==> src/rtl/mutex_arbiter.sv <==
// ============================================================================
// Module      : mutex_arbiter
// Description : Two-requester mutual-exclusion arbiter (granting end of a
//               four-phase req/grant handshake) with request synchronizers,
//               tie resolution and hold-time revocation.
//               Optional macro MUTEX_ROUND_ROBIN_EN selects round-robin ties;
//               otherwise channel 0 wins every tie.
// Revision    : 1.0 - initial release
// ============================================================================
`default_nettype none

module mutex_arbiter #(
    parameter int SYNC_STAGES = 2,
    parameter int MAX_HOLD    = 64
) (
    input  logic clk,
    input  logic reset,
    input  logic req0,
    input  logic req1,
    output logic grant0,
    output logic grant1,
    output logic busy,
    output logic timeout
);

    localparam logic [15:0] c_HOLD_LAST  = 16'(MAX_HOLD - 1);
    localparam bit          c_TIMEOUT_EN = (MAX_HOLD != 0);

    // One-hot-or-zero encoding: bit 0 = grant0, bit 1 = grant1, bit 2 = timeout.
    typedef enum logic [2:0] {
        S_IDLE   = 3'b000,
        S_G0     = 3'b001,
        S_G1     = 3'b010,
        S_REVOKE = 3'b100
    } state_e;

    state_e      state_q;
    logic [1:0]  mask_q;
    logic        last_q;
    logic [15:0] hold_cnt_q;

    logic        req0_s;
    logic        req1_s;
    logic [1:0]  w_elig;
    logic        w_tie_pick0;

    generate
        if (SYNC_STAGES > 0) begin : g_sync
            logic [SYNC_STAGES-1:0][1:0] sync_q;

            for (genvar i = 0; i < SYNC_STAGES; i++) begin : g_stage
                if (i == 0) begin : g_head
                    always_ff @(posedge clk or negedge reset) begin
                        if (!reset) sync_q[i] <= 2'b00;
                        else        sync_q[i] <= {req1, req0};
                    end
                end else begin : g_tail
                    always_ff @(posedge clk or negedge reset) begin
                        if (!reset) sync_q[i] <= 2'b00;
                        else        sync_q[i] <= sync_q[i-1];
                    end
                end
            end

            assign {req1_s, req0_s} = sync_q[SYNC_STAGES-1];
        end else begin : g_nosync
            assign req0_s = req0;
            assign req1_s = req1;
        end
    endgenerate

    assign w_elig = {req1_s & ~mask_q[1], req0_s & ~mask_q[0]};

`ifdef MUTEX_ROUND_ROBIN_EN
    assign w_tie_pick0 = last_q;
`else
    // last is kept current in both builds; fixed priority ignores its value.
    assign w_tie_pick0 = last_q | 1'b1;
`endif

    always_ff @(posedge clk or negedge reset) begin
        if (!reset) begin
            state_q    <= S_IDLE;
            mask_q     <= 2'b00;
            last_q     <= 1'b1;
            hold_cnt_q <= 16'd0;
        end else begin
            if (!req0_s) mask_q[0] <= 1'b0;
            if (!req1_s) mask_q[1] <= 1'b0;

            case (state_q)
                S_IDLE: begin
                    hold_cnt_q <= 16'd0;
                    if (w_elig[0] && (!w_elig[1] || w_tie_pick0)) begin
                        state_q <= S_G0;
                        last_q  <= 1'b0;
                    end else if (w_elig[1]) begin
                        state_q <= S_G1;
                        last_q  <= 1'b1;
                    end
                end
                S_G0: begin
                    if (!req0_s) begin
                        state_q <= S_IDLE;
                    end else if (c_TIMEOUT_EN && (hold_cnt_q == c_HOLD_LAST)) begin
                        state_q   <= S_REVOKE;
                        mask_q[0] <= 1'b1;
                    end else begin
                        hold_cnt_q <= hold_cnt_q + 16'd1;
                    end
                end
                S_G1: begin
                    if (!req1_s) begin
                        state_q <= S_IDLE;
                    end else if (c_TIMEOUT_EN && (hold_cnt_q == c_HOLD_LAST)) begin
                        state_q   <= S_REVOKE;
                        mask_q[1] <= 1'b1;
                    end else begin
                        hold_cnt_q <= hold_cnt_q + 16'd1;
                    end
                end
                S_REVOKE: begin
                    state_q    <= S_IDLE;
                    hold_cnt_q <= 16'd0;
                end
                default: begin
                    state_q    <= S_IDLE;
                    hold_cnt_q <= 16'd0;
                end
            endcase
        end
    end

    assign grant0  = state_q[0];
    assign grant1  = state_q[1];
    assign timeout = state_q[2];
    assign busy    = state_q[0] | state_q[1];

endmodule

`default_nettype wire

==> config.mk <==
export PLATFORM = sky130hd
export DESIGN_NAME = mutex_arbiter
export DESIGN_NICKNAME = d
export VERILOG_FILES = /design/src/rtl/mutex_arbiter.sv
export SDC_FILE = /design/constraint.sdc
export NUM_CORES = 1
export LEC_CHECK = 0
export CORE_MARGIN = 1
export CORE_UTILIZATION = 60
export DETAILED_ROUTE_END_ITERATION = 12
export GPL_TIMING_DRIVEN = 0
export PLACE_DENSITY_LB_ADDON = 0.12
export SLEW_MARGIN = 20
export SYNTH_ARGS = -nofsm -noshare
export SYNTH_HDL_FRONTEND = slang
export SYNTH_SLANG_ARGS = --single-unit
==> constraint.sdc <==
create_clock -name clk -period 5.2 [get_ports clk]
set_input_delay 0.78 -clock clk [delete_from_list [all_inputs] [get_ports clk]]
set_output_delay 0.78 -clock clk [all_outputs]
set_load 0.02 [all_outputs]
run_1/registers.png
Bar = 10 µm.
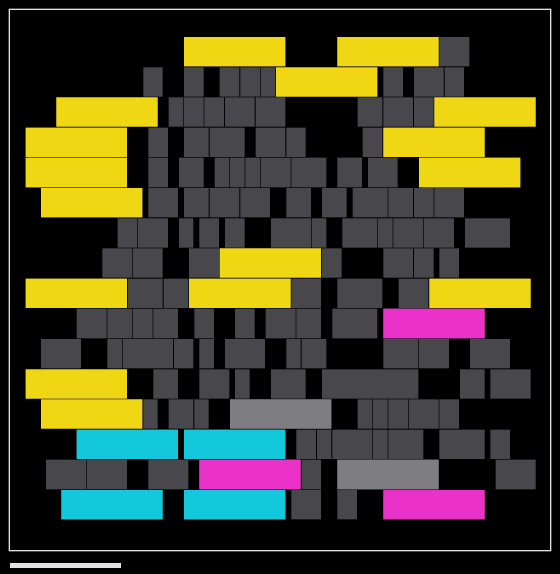
| colour | name in the netlist | flops |
|---|---|---|
| cyan | g_sync.sync_q | 4 |
| magenta | state_q | 3 |
| yellow | hold_cnt_q | 16 |

run_1/clock_map.png
Bar = 10 µm.
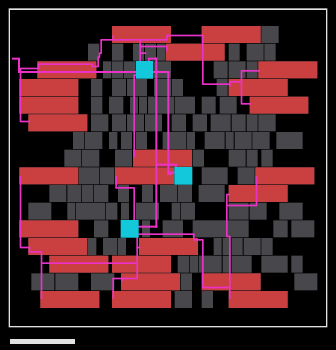
[cyan] cells driving clock nets | count: 3
[magenta] clock wires | length: 291 µm
[red] flip-flops | count: 25
flops lie: widely spread
routed clock nets: 4

==> flow_summary.ini, run 1 <==
; synthesis and place-and-route metrics
[outcome]
status = complete, no violations

[detailed_routing]
drt-vias-per-instance = 6.70
drt_iter0_markers = 57
wirelength_mm = 2.82
wl_met3_um = 175
ant_nets = 0
first_pass_iters = 4
met2_length_mm = 1.42
drc = 0
top_layer = met4
num_vias = 1119
post_drt_wl_per_cell_um = 16.9
wirelength_met1_mm = 1.18

[power_and_ir_drop]
p_seq_share_pct = 57.2
p_sw_uw = 108
pg_seq_uw = 211
total_power_uw = 369
cellPowerDensity_mw_per_mm2 = 258
pg_comb_uw = 69.6
largestPowerGroup = registers
p_leak_nw = 0.562
power_frac_clock_pct = 24.0
pwr-share-comb_pct = 18.8
power.internal_uw = 262
swShare_pct = 29.1
ir_worst_vdd_mv = 0.220
pg_clk_uw = 88.6

[yosys]
synthMuxAreaShare_pct = 1.53
yosys.area_share.aoi_pct = 15.3
top_cells_by_count = 25 x dfrtp_1, 15 x a21oi_1, 10 x o31ai_1, 10 x or4_1, 9 x nand2_1
floorplan.nets = 134
top_cells_by_area = dfrtp_1 48%, a21oi_1 5.8%, o31ai_1 5.8%
flop_cell = dfrtp_1
ys_cells = 129
syn_avg_cell_area_um2 = 10.1
syn_inst = 129
edf_count = 0
yosysTopAreaCell = dfrtp_1
ys_ff = 25
ys_seq_share_pct = 47.9
synth-xor-area-share_pct = 0.671
logic_family = simple AND/OR/NAND/NOR gates
yosysTopAreaCellShare_pct = 47.9
yosys.cell_count.top_type = dfrtp_1
ys_chip_area_mm2 = 0.00131
synth_cell_type_count = 31
ys_warn_count = 0
synth-simple-area-share_pct = 27.9
async_reset_ff_share_pct = 100
fa_ha_area_share_pct = 0.959
syn-cell-area_mm2 = 0.00131

[timing]
setup_tns_ps = 0
drv_slew = 0
worst_pin_slew_ps = 549
layout_min_cycle_time_ps = 2500
hold_viol = 0
hold_ws_ps = 367
grt_setup_unrepaired = false
fin_ws_ps = 2700
clock.fmax_mhz = 400
fin_crit_sh_pct = 48.1
slew_headroom_pct = 63.4
setup_viol = 0

[clocking]
numCtsBuffers = 3
cts_max_level = 1
cts_setup_buffers = 0
path_clk_slew_ps = 140
cts_root_buffer = clkbuf_4
clk_path_buf_depth = 2
cts_tree = yes
clk_latency_ps = 330
ctsResizeCount = 0
postCtsHoldBufs = 0

[place]
place_ws_ps = 3080
post-dp-hpwl_mm = 1.95
dp.cells = 163
place_area_mm2 = 0.00141
place_congestion = 0.861
portBuffers = 7

[global_route]
overflow = 0
grt_busiest_layer = met2
grt_pass1_wl_mm = 4.67
gr-usage-all-layers_pct = 26.1
grtUsageMet1_pct = 33.8
grt_max_degree = 26
grt_pass1_vias = 1018
antenna_found_initial = 0

[critical_path]
cp_max_fo = 9
crit_path_start = state_q[0]$_DFFE_PN0P_
worstPathRequired_ps = 4420
reg2reg_to = hold_cnt_q[5]$_DFFE_PN0P_
path_class = reg2out
endpoint = busy
worstSetupStartpointType = flop
worst_setup_path_end_kind = output pin
r2r_cells = 6
r2r_slack_ps = 3100
arrival_ps = 1720
reg2reg_from = hold_cnt_q[0]$_DFFE_PN0P_

[layout]
final_nets = 146
design_area_mm2 = 0.00143
n_fill_cell = 153
largest_reg_flops = 16
final_cell_mix = 25 x dfrtp_1, 15 x a21oi_1, 10 x o31ai_1, 10 x or4_1, 9 x nand2_1
fin_util_pct = 71.5
layout_top_cell = dfrtp_1
regMostFlops = hold_cnt_q
layout-drive-gt1-share_pct = 10.0
reg.largest.list = hold_cnt_q: 16 flops, g_sync.sync_q: 4 flops, state_q: 3 flops
syn_to_final_growth_pct = 9.68
final-instance-count-excl-fill = 167
antennaDiodeCount = 0

[floorplanning]
die_y_um = 48.6
chip_area_mm2 = 0.00237
fp_util_pct = 65.2
fp.dieW_um = 48.6
io_pins = 8
core-area_mm2 = 0.00200
core.rowCount = 16

[min_path]
hp-class = reg2reg
min_path_cells = 0
worstHoldEndpoint = g_sync.sync_q[2]$_DFF_PN0_
hp-start = g_sync.sync_q[0]$_DFF_PN0_

[job]
maxCapViolCount = 0
warnings = 26
run_1/metal_stack.png
Bar = 10 µm. Only two layers are drawn.
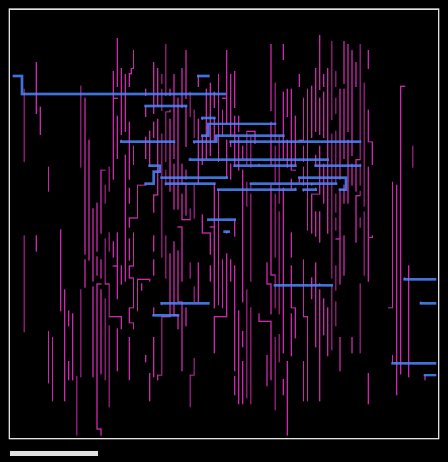
| colour | layer | wire length |
|---|---|---|
| blue | met3 | 175 µm |
| magenta | met2 | 1420 µm |

run_1/final_clocks.png
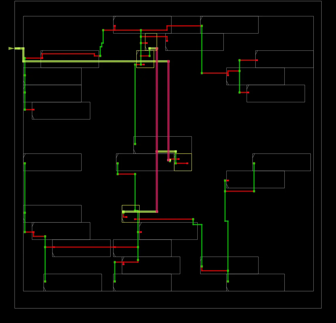
clock buf count: 3
clock skew: 5.17 ps
Sink Count: 25

## run 1: critical path: stages, from the launching register on
cell             delay, ps
dfrtp_1                430
buf_6                  150
or2_2                  280
clkdlybuf4s50_1        530
## run 1: final cells by class
cell class              count  area (µm²)  share of cell area (%)
inverters                   2        7.51                   0.524
flip-flops and latches     25         626                    43.7
clock buffers               3        22.5                    1.57
repair buffers              7        65.1                    4.55
multi-input cells          93         606                    42.3
clock inverters             1        5.00                   0.350
plain buffers               9        66.3                    4.63
well taps                  27        33.8                    2.36
## run 1: cells by family (layout without fill, tap and decap cells)
group | count (synthesis) | in the layout
compound gates | 33 | 33
xor+xnor | 1 | 1
fa+ha+maj | 1 | 1
buf+inv | 11 | 22
flops | 25 | 25
mux | 2 | 2
simple gates | 56 | 56
--- run 2 (diff from run 1) ---
CORE_UTILIZATION = 57   (was 60)
clock period = 2.4 ns   (was 5.2 ns; I/O delays follow)
run_2/clock_map.png
Bar = 10 µm.
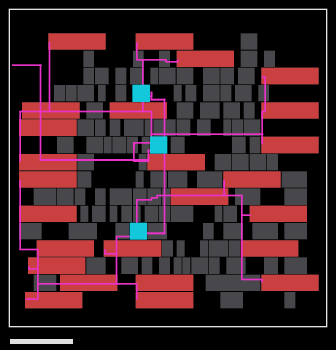
[cyan] cells driving clock nets | count: 3
[magenta] clock wires | length: 271 µm
[red] flip-flops | count: 25
flops lie: widely spread

run_2/metal_stack.png
Bar = 10 µm. Only two layers are drawn.
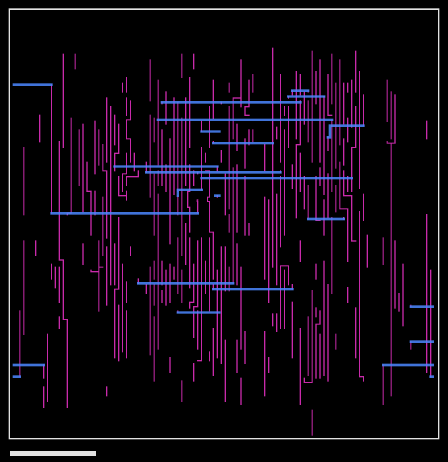
| colour | layer | wire length |
|---|---|---|
| blue | met3 | 171 µm |
| magenta | met2 | 1340 µm |
vias: 1091
global-route usage over all layers: 24.7%
detail-routed net length per standard cell: 16.2 µm

==> run 2 against run 1 <==
Net effect:
- largest cell class unchanged
- hold slack got worse by 360 ps
- synthesized area unchanged
- power rose by 110%
- clock skew is 3.1 ps lower
- die size rose by 5.1%
- global-route usage shrank 1.4 points
==> flow_summary.ini, run 2 <==
; synthesis and place-and-route metrics
[clocking]
cts_tree = yes
path_clk_slew_ps = 130
cts_setup_buffers = 0
ctsResizeCount = 0

[timing]
fin_ws_ps = 321
clock.fmax_mhz = 481
fin_crit_sh_pct = 86.6
worst_pin_slew_ps = 552
hold_ws_ps = 8.79
drv_slew = 0
clock_skew_ps = 2.03
slew_headroom_pct = 63.2

[power_and_ir_drop]
swShare_pct = 28.3
pg_comb_uw = 147
p_leak_nw = 0.562
largestPowerGroup = registers
p_seq_share_pct = 57.9
total_power_uw = 790

[layout]
n_fill_cell = 160
buf_share_pct = 9.18
seq_share_pct = 43.7
clockNetworkAreaShare_pct = 1.92
syn_to_final_growth_pct = 9.68
final_cell_mix = 25 x dfrtp_1, 15 x a21oi_1, 10 x o31ai_1, 10 x or4_1, 9 x nand2_1
logic_gates = 93
layout-drive-gt1-share_pct = 10.0
design_area_mm2 = 0.00143
regArea_um2 = 626
regMostFlops = hold_cnt_q
reg.largest.list = hold_cnt_q: 16 flops, g_sync.sync_q: 4 flops, state_q: 3 flops
antennaDiodeCount = 0
fin_util_pct = 69.4

[yosys]
ys_warn_count = 0
ys_ff = 25
yosysTopAreaCellShare_pct = 47.9
flop_cell = dfrtp_1
ys_seq_share_pct = 47.9
yosys.cell_count.top_type = dfrtp_1
async_reset_ff_share_pct = 100
yosysTopAreaCell = dfrtp_1
synthMuxAreaShare_pct = 1.53
logic_family = simple AND/OR/NAND/NOR gates
synth-xor-area-share_pct = 0.671
ys_cells = 129
synth-simple-area-share_pct = 27.9
syn-cell-area_mm2 = 0.00131
yosys.area_share.aoi_pct = 15.3
floorplan.nets = 134

[critical_path]
path_class = reg2reg
worstPathRequired_ps = 2650
timing.critical_path.buf_inv = 1
cp_cell_sequence = ha_1 -> and3_1 -> and4_1 -> clkbuf_1 -> or4_1 -> a21oi_1
cp_top_family = simple AND/OR/NAND/NOR gates
worstSetupStartpointType = flop
worst_setup_path_end_kind = flop

[place]
dp.cells = 163
portBuffers = 7
post-dp-hpwl_mm = 1.95

[detailed_routing]
drt_iter0_markers = 50
wirelength_met1_mm = 1.17
top_layer = met4
drc = 0

[global_route]
overflow = 0
antenna_found_initial = 0
grt_pass1_vias = 1019
grt_max_degree = 26

[job]
warnings = 26

[outcome]
status = complete, no violations

[floorplanning]
die_y_um = 49.9
==> run 2: cell counts in the layout (fill, tap and decap cells not counted) <==
No cell type changed its count.
==> run 2: worst paths after layout <==
kind,slack (ps),to,start,cells past startpoint
worst max-delay path,320,hold_cnt_q[3]$_DFFE_PN0P_,hold_cnt_q[0]$_DFFE_PN0P_,6
worst min-delay path,9,hold_cnt_q[12]$_DFFE_PN0P_,reset,1
worst max register to register,320,hold_cnt_q[3]$_DFFE_PN0P_,hold_cnt_q[0]$_DFFE_PN0P_,6
worst min register to register,370,g_sync.sync_q[3]$_DFF_PN0_,g_sync.sync_q[1]$_DFF_PN0_,0
min in group clk,370,g_sync.sync_q[3]$_DFF_PN0_,g_sync.sync_q[1]$_DFF_PN0_,0
max in group asynchronous,2030,hold_cnt_q[1]$_DFFE_PN0P_,reset,1
--- run 3 (diff from run 2) ---
CORE_UTILIZATION = 45   (was 57)
CTS_CLUSTER_SIZE = 14   (was not set)
run_3/clock_map.png
Bar = 20 µm.
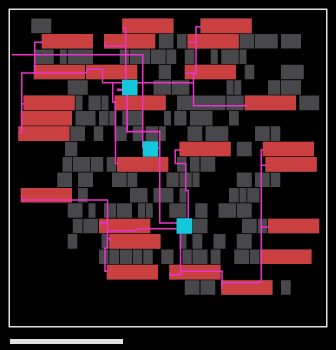
[red] flip-flops | count: 25
[magenta] clock wires | length: 303 µm
[cyan] cells driving clock nets | count: 3
routed clock nets: 4

run_3/registers.png
Bar = 20 µm.
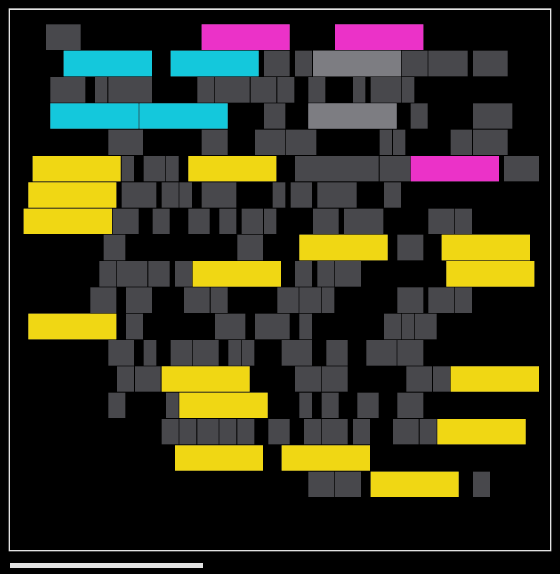
| colour | name in the netlist | flops |
|---|---|---|
| cyan | g_sync.sync_q | 4 |
| yellow | hold_cnt_q | 16 |
| magenta | state_q | 3 |
not coloured: 2
FF+latch area: 626 µm²
Seq/total area: 43.6%
Final Util: 52.1%
Seq. pwr: 458 µW

==> run 3 against run 2 <==
Net effect:
- the run now ends with hold timing left
- hold slack got worse by 18 ps
- cell count up 2.4%
- power rose by 1.1%
- synthesized area unchanged
- sequential share of layout area down 0.15 points
- largest power group unchanged
==> flow_summary.ini, run 3 <==
; synthesis and place-and-route metrics
[floorplanning]
die_y_um = 55.9
core-area_mm2 = 0.00276
fp.dieW_um = 55.9
core.rowCount = 19
chip_area_mm2 = 0.00312
io_pins = 8
fp_util_pct = 47.3

[yosys]
async_reset_ff_share_pct = 100
syn_avg_cell_area_um2 = 10.1
yosysTopAreaCell = dfrtp_1
yosysTopAreaCellShare_pct = 47.9
top_cells_by_count = 25 x dfrtp_1, 15 x a21oi_1, 10 x o31ai_1, 10 x or4_1, 9 x nand2_1
edf_count = 0
ys_ff = 25
syn_inst = 129
ys_seq_share_pct = 47.9
ys_cells = 129
flop_cell = dfrtp_1
ys_warn_count = 0
yosys.cell_count.top_type = dfrtp_1
top_cells_by_area = dfrtp_1 48%, a21oi_1 5.8%, o31ai_1 5.8%
synth_cell_type_count = 31
ys_chip_area_mm2 = 0.00131
floorplan.nets = 134
syn-cell-area_mm2 = 0.00131

[place]
dp.cells = 167
place_area_mm2 = 0.00141
place_congestion = 0.825
post-dp-hpwl_mm = 1.86
portBuffers = 7
place_ws_ps = 324

[clocking]
clk_path_buf_depth = 2
cts_root_buffer = clkbuf_4
postCtsHoldBufs = 0
cts_tree = yes
ctsResizeCount = 0
numCtsBuffers = 3
clk_latency_ps = 320
cts_sinks = 25
path_clk_slew_ps = 140
cts_setup_buffers = 0
cts_max_level = 1

[layout]
syn_to_final_growth_pct = 10.1
layout-drive-gt1-share_pct = 10.0
layout_top_cell = dfrtp_1
reg.largest.list = hold_cnt_q: 16 flops, g_sync.sync_q: 4 flops, state_q: 3 flops
final_nets = 146
antennaDiodeCount = 0
final-instance-count-excl-fill = 171
regMostFlops = hold_cnt_q
largest_reg_flops = 16
final_cell_mix = 25 x dfrtp_1, 15 x a21oi_1, 10 x o31ai_1, 10 x or4_1, 9 x nand2_1
design_area_mm2 = 0.00144

[timing]
fin_crit_sh_pct = 87.6
slew_headroom_pct = 64.1
setup_tns_ps = 0
worst_pin_slew_ps = 538
fin_ws_ps = 299
setup_viol = 0
hold_viol = 15
clock.fmax_mhz = 476
drv_slew = 0
grt_setup_unrepaired = false
layout_min_cycle_time_ps = 2100
clock_skew_ps = 6.11
hold_ws_ps = -9.63

[global_route]
gr-usage-all-layers_pct = 18.8
grt_pass1_vias = 1018
grt_busiest_layer = met2
overflow = 0
grtUsageMet1_pct = 25.6
met2_usage_pct = 29.4
grt_pass1_wl_mm = 4.63
grt_max_degree = 26
grt_util_met3_pct = 3.72
antenna_found_initial = 0

[critical_path]
r2r_cells = 6
cp_num_cells = 6
arrival_ps = 2360
worstPathRequired_ps = 2660
worstSetupStartpointType = flop
cp_max_fo = 9
r2r_slack_ps = 300
reg2reg_from = hold_cnt_q[0]$_DFFE_PN0P_
worst_setup_path_end_kind = flop
timing.critical_path.buf_inv = 1
endpoint = hold_cnt_q[3]$_DFFE_PN0P_
max_stage_delay_ps = 540
path_class = reg2reg
reg2reg_to = hold_cnt_q[3]$_DFFE_PN0P_
cp_top_family = simple AND/OR/NAND/NOR gates
crit_path_start = hold_cnt_q[0]$_DFFE_PN0P_
cp_slowest_cell = or4_1
cp_cell_sequence = ha_1 -> and3_1 -> and4_1 -> clkbuf_1 -> or4_1 -> a21oi_1

[detailed_routing]
post_drt_wl_per_cell_um = 15.4
drt-vias-per-instance = 6.13
wirelength_met1_mm = 1.27
wl_met3_um = 96
drc = 0
ant_nets = 0
drt_iter0_markers = 27
met2_length_mm = 1.24
num_vias = 1049
first_pass_iters = 4
top_layer = met4
wirelength_mm = 2.63

[power_and_ir_drop]
ir_worst_vdd_mv = 0.444
p_leak_nw = 0.562
cellPowerDensity_mw_per_mm2 = 556
total_power_uw = 799

[job]
maxCapViolCount = 0
warnings = 26

[outcome]
status = complete, but fails checks
violations = hold timing

[min_path]
hp-class = in2async
## run 3: cell counts in the layout (fill, tap and decap cells not counted)
Identical to the previous run, type by type.
## run 3: area by class of cell
class / instances / area (µm²)
fillers: 264 / 1320
well taps: 31 / 38.8
clock buffers: 3 / 22.5
plain buffers: 9 / 66.3
repair buffers: 7 / 65.1
inverters: 2 / 7.51
clock inverters: 1 / 5.00
flip-flops and latches: 25 / 626
multi-input cells: 93 / 606
## run 3: cell families after synthesis
kind of cell	share of synthesized area [%]
muxes	1.53
xor gates and xnor gates	0.671
buffers and inverters	5.66
DFF	47.9
AOI/OAI and AO/OA	15.3
and+or+nand+nor	27.9
adders and majority gates	0.959
## run 3: where the power goes
part           switching [mW]  internal [mW]
clock network           0.131         0.0625
logic                  0.0825         0.0649
registers              0.0185          0.439
total                   0.232          0.567
Power and IR drop assume default switching activity.
